Fig. 1: run 1, M2 wires
Bar = 20 microns.
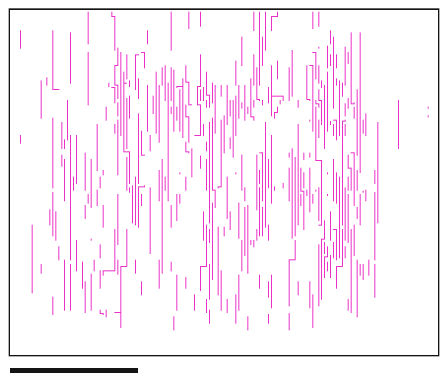
Fig. 2: run 1, cell placement
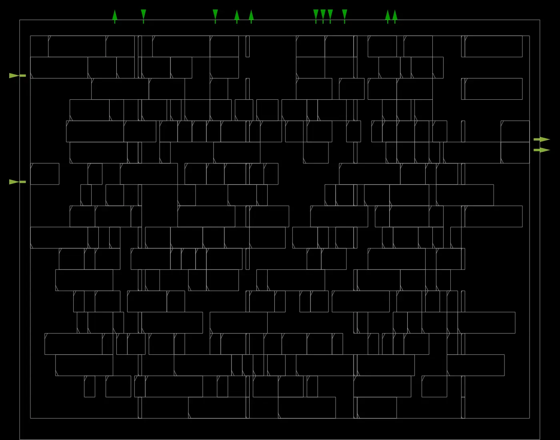
Fig. 3: run 1, routed metal, one color a layer
Two of the layers only.
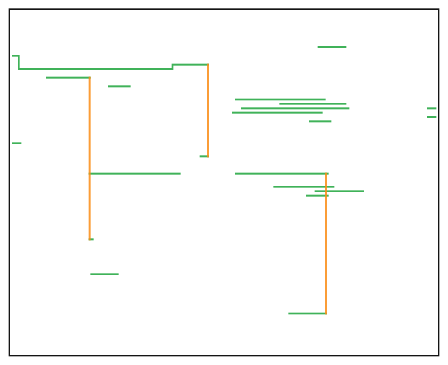
==> config.mk <==
export PLATFORM = sky130hd
export DESIGN_NAME = blink_sequencer
export DESIGN_NICKNAME = d
export VERILOG_FILES = /design/src/rtl/blink_seq_pkg.sv /design/src/rtl/blink_sequencer_tick.sv /design/src/rtl/blink_sequencer.sv
export SDC_FILE = /design/constraint.sdc
export NUM_CORES = 1
export LEC_CHECK = 0
export ABC_AREA = 0
export CORE_ASPECT_RATIO = 0.8
export CORE_UTILIZATION = 50
export DETAILED_ROUTE_END_ITERATION = 7
export MAX_ROUTING_LAYER = met4
export PLACE_DENSITY_LB_ADDON = 0.05
export SYNTH_ARGS = -nofsm -noshare
export SYNTH_HDL_FRONTEND = slang
export SYNTH_SLANG_ARGS = --single-unit
==> constraint.sdc <==
create_clock -name CLK -period 4.7 [get_ports CLK]
set_clock_uncertainty 0.05 [all_clocks]
set_input_delay 0.47 -clock CLK [delete_from_list [all_inputs] [get_ports CLK]]
set_output_delay 0.47 -clock CLK [all_outputs]
set_load 0.005 [all_outputs]
==> reports/metrics.cfg, run 1 <==
[timing]
worst_slew_pin_slew_ns=0.6592
rsz0062_at_grt=no
drv_slew=0
holdWs_ns=0.4628
fmax_mhz=447.7
fin_tns_setup_ns=0
maxSlewHeadroom_pct=55.69
fin_crit_sh_pct=47.53
hold_viol_final=0

[clocking]
path_clk_slew_ns=0.06
clkLatencyLatePin_ns=0.28
cts_tree=yes
cts_hold_buf=0
cts_resized=0

[place]
gp_congestion=0.8637
dp_hpwl_microns=2503
numPortBuffers=14

[critical_path]
setup.worst_path.start_class=flip-flop
cpPeakStageDelay_ns=0.42
crit_chain=ha_1 -> nand3b_1 -> or3_4 -> nor3_1 -> mux2_2 -> or2_1
required_ns=4.82
regToRegSetupSlack_ns=2.47

[die]
die_w_microns=66.65
die_area_sq_mm=0.003580
ios=15
die_y_microns=53.72
fp_util_pct=53.40

[power]
p_seq_share_pct=48.5
power_density_mw_per_mm2=296.3
internal-power_uw=427.7
power_switching_uw=135.4

[synth]
ys_seq_share_pct=37.13
ys_chip_area_sq_mm=0.001672
top_cell=dfxtp_1
edf_count=0
flop_cell=dfxtp_1
ys_top_cells_by_area=dfxtp_1 37%, nor2_1 6.3%, xnor2_1 6.3%, xor2_1 4.7%, nor3_1 3.9%
syn_inst=192
yosys.area.top_type_share_pct=37.13
ys_types=47
yosysTopAreaCell=dfxtp_1
ys_ff=31

[grt]
overflow=0
grt_pass1_wl_microns=6113
grt_pass1_vias=1300

[routing]
drt_pass1_iterations=4
via_per_inst=5.848
drt_iter0_markers=149
ant_nets=0

[layout]
antenna_cells=0
final_nets=212
syn2layout_area_growth_pct=13.70
layout-drive-gt1-share_pct=9.852
mostFrequentLayoutCell=dfxtp_1
final_cell_mix=31 x dfxtp_1, 28 x nor2_1, 14 x nand2_1, 14 x clkdlybuf4s50_1, 13 x nor3_1

[outcome]
status=complete, no violations

-- Fig. 1 (at the start) --
share of all routed wire = 41%
main direction = vertical
nets with wire on the layer = 180
Routed WL: 3580 microns
routed via count: 1421

-- Fig. 2 (at the start) --
fraction of area in registers: 32.65%
row cnt: 18
n_taps: 40
core footprint: 0.003131 sq mm

-- Fig. 3 (at the start) --
metal 4 -> orange  # wire length 61.2 microns
metal 3 -> green  # wire length 167 microns
wire per inst: 14.73 microns
GRT Util Overall: 24.61%

run 1: logic make-up after synthesis:
group,after synthesis,share of synthesized area (%)
multiplexers,1,0.6736
XOR/XNOR,21,11.00
AND-OR/OR-AND,26,12.65
adder cells (fa/ha/maj),2,1.497
flip-flops,31,37.13
buffers and inverters,18,5.240
AND/OR/NAND/NOR,93,31.81
run 1: metrics by stage:
stage,cell area [sq um],util [%],power [mW],cells,setup slack [ns]
detailed placement,1800,57.51,0.3365,235,2.199
finish,1901,60.71,0.5632,243,2.466
global placement,1800,57.51,0.3364,235,2.277
floorplan,1672,-,0.3179,192,2.690
global route,1901,60.71,0.5867,243,2.335
CTS,1901,60.71,0.5672,243,2.482
run 1: per-layer routing:
metal,global-route usage [%],share of wire (%),vias to the layer above
met2,35.02,41,33
met1,32.78,52,673
met3,6.356,4.7,7
li1,-,-,708
met4,10.64,1.7,0
met5,-,0,-
run 1: power groups by stage:
stage          clock network, mW  registers, mW  logic, mW
3_3_place_gp                   0          0.279     0.0577
2_1_floorplan                  0          0.278     0.0402
4_1_cts                    0.236          0.273     0.0586
6_report                   0.231          0.273     0.0592
3_5_place_dp                   0          0.279     0.0576
5_1_grt                    0.247          0.274     0.0653
run 1: area by class of cell:
cell class | instances | area, sq um
multi-input combinational | 143 | 963.4
clock buffer | 8 | 100.1
fill | 266 | 1230
timing repair buffer | 14 | 140.1
sequential | 31 | 620.6
inverter | 7 | 26.28
tap | 40 | 50.05
run 1: critical path, delay by kind of cell, from the launching register on:
kind,cells,cell delay (ns)
muxes,1,0.39
DFF,1,0.39
and+or+nand+nor,4,1.08
adders and majority gates,1,0.21
Fig. 4: run 1, register map, names as in the netlist
Other sequential cells in the stronger gray, the rest of the logic in the fainter gray.
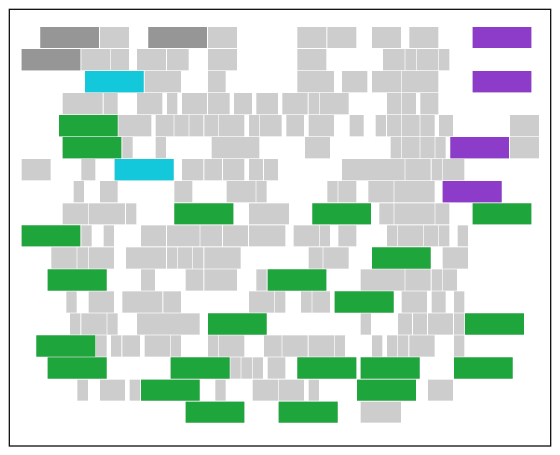

==> run 2: changes to the inputs <==
clock period = 2.16 ns   (was 4.7 ns; I/O delays follow)
Fig. 5: run 2, register map, names as in the netlist
Other sequential cells in the stronger gray, the rest of the logic in the fainter gray.
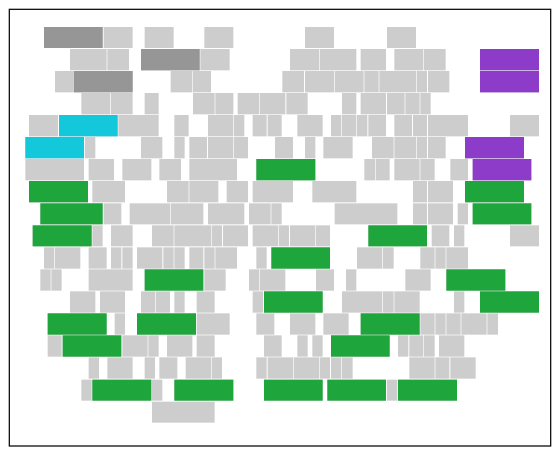
`u_tick.count_r` -> green  # sequential cells 22
`REMAIN` -> purple  # sequential cells 4, where top right
`state_r` -> cyan  # sequential cells 2
not colored = 3
Storage cell area: 621.8 sq um
share of the core filled with cells: 63.67%
Flop+latch power: 594 uW
fraction of area in registers: 31.20%

Fig. 6: run 2, M2 wires
Bar = 20 microns.
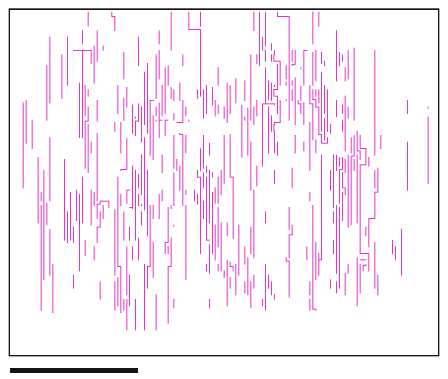
main direction = vertical
share of all routed wire = 42%
wire length on this layer = 1530 microns
longest straight run = 17.0 microns
met2 Resource Use GR: 31.82%
Routed WL: 3611 microns

==> reports/metrics.cfg, run 2 <==
[layout]
layout-drive-gt1-share_pct=15.81  ; +6.0 points
logic_area_sq_um=970.9  ; +0.78%
mostFrequentLayoutCell=dfxtp_1
nFillCells=263  ; -1.1%
syn2layout_area_growth_pct=19.24
largest_reg_flops=22
final_cell_mix=30 x dfxtp_1, 28 x nor2_1, 14 x nand2_1, 14 x clkdlybuf4s50_1
antenna_cells=0  ; unchanged
final_nets=224  ; +5.7%

[die]
rows=18  ; unchanged
fp_util_pct=53.40  ; unchanged
ios=15  ; unchanged
die_area_sq_mm=0.003580  ; unchanged
core_area_sq_mm=0.003131  ; unchanged
die_y_microns=53.72  ; unchanged

[timing]
fmax_mhz=485.0  ; +8.3%
worst_slew_pin_slew_ns=0.5399  ; -0.1193 ns
fin_tns_setup_ns=0  ; unchanged
drv_slew=0  ; unchanged
fin_crit_sh_pct=95.47  ; +48 points
hold_viol_final=0  ; unchanged
rsz0062_at_grt=no
setup_ws_ns=0.09795  ; -2.368 ns
maxSlewHeadroom_pct=63.67  ; +8.0 points

[critical_path]
crit_family=simple AND/OR/NAND/NOR gates
path_buffers=1  ; +1
setup.worst_path.start_class=flip-flop
required_ns=2.29  ; -2.53 ns
worst-path-stages=7  ; +1
crit_chain=ha_2 -> nand3b_1 -> or3_4 -> buf_4 -> nor4_4 -> o21ai_1 -> a221oi_2
reg2regPathDepth=7
cpPeakStageDelay_ns=0.39  ; -0.03 ns

[synth]
ys_ff=31  ; unchanged
yosys.area.top_type_share_pct=37.13  ; unchanged
edf_count=0  ; unchanged
ys_types=47  ; unchanged
syn_inst=192  ; unchanged
ys_seq_share_pct=37.13  ; unchanged
flop_cell=dfxtp_1
yosysTopAreaCell=dfxtp_1
top_cell=dfxtp_1
ys_chip_area_sq_mm=0.001672  ; unchanged

[place]
gp_congestion=0.9152  ; +6.0%
dp_slack_ns=0.08742  ; -2.112 ns
dp_hpwl_microns=2696  ; +7.7%
numPortBuffers=14  ; unchanged
placedCellCount=247  ; +5.1%

[power]
comb_power_uw=152  ; +160%
power_switching_uw=291.8  ; +120%
power_density_mw_per_mm2=589.9  ; +99%
internal-power_uw=884.1  ; +110%
maxPowerGroup=registers
pg_clk_uw=430  ; +86%
p_seq_share_pct=50.5  ; +2.0 points

[clocking]
cts_hold_buf=0  ; unchanged
path_clk_slew_ns=0.06  ; about the same
cts_tree=yes

[routing]
ant_nets=0  ; unchanged
num_vias=1465  ; +3.1%
drt_pass1_iterations=4  ; unchanged
via_per_inst=5.745  ; -1.8%
drt_iter0_markers=111  ; -26%
wl_per_cell_microns=14.16  ; -3.9%

[grt]
overflow=0  ; unchanged
grt_use_total_pct=23.80  ; -0.81 points
grt_pass1_vias=1303  ; +0.23%
grt_pass1_wl_microns=6030  ; -1.4%

[run]
drv_cap=0

[outcome]
status=complete, no violations

==> run 2: kinds of logic after synthesis <==
logic type | count (synthesis) | share of synthesized area, %
simple gates | 93 | 31.81
flops | 31 | 37.13
compound gates | 26 | 12.65
xor+xnor | 21 | 11.00
buf+inv | 18 | 5.240
fa+ha+maj | 2 | 1.497
mux | 1 | 0.6736
==> run 2: worst min-delay path, cell delays in order, from the launching register on <==
cell and delay, ns:
dfxtp_2 0.33, nand2_1 0.07, a21oi_1 0.07
==> run 2: routing by layer <==
metal / vias up / GRT usage (%) / part of all wire [%]
met4: 0 / 8.865 / 1.0
met5: - / - / 0
met3: 4 / 7.415 / 5.7
met1: 692 / 33.03 / 51
li1: 733 / - / -
met2: 36 / 31.82 / 42
==> run 2: per-stage QoR <==
step | hold slack, ns | total power, mW | instance area, sq um | util, %
3_5_place_dp | 0.4535 | 0.7554 | 1903 | 60.79
2_1_floorplan | 0.3255 | 0.6917 | 1672 | -
6_report | 0.4577 | 1.176 | 1993 | 63.67
4_1_cts | 0.4668 | 1.181 | 1984 | 63.39
3_3_place_gp | 0.4212 | 0.7540 | 1903 | 60.79
5_1_grt | 0.4913 | 1.225 | 1993 | 63.67
==> run 2: cell type report <==
| cell class | count | share of cell area [%] |
|---|---|---|
| clock buffers | 7 | 3.829 |
| clock inverters | 1 | 0.2511 |
| repair buffers | 26 | 12.18 |
| well taps | 40 | 2.511 |
| inverters | 7 | 1.318 |
| multi-input cells | 143 | 48.71 |
| flip-flops and latches | 31 | 31.20 |
==> run 2: what timing repair did <==
item | in CTS | in global routing
endpoints found under the setup margin | 0 | 11
setup buffers | 0 | 0
gates resized | 0 | 3
hold endpoints to repair | 0 | 0
Power and IR drop assume default switching activity.
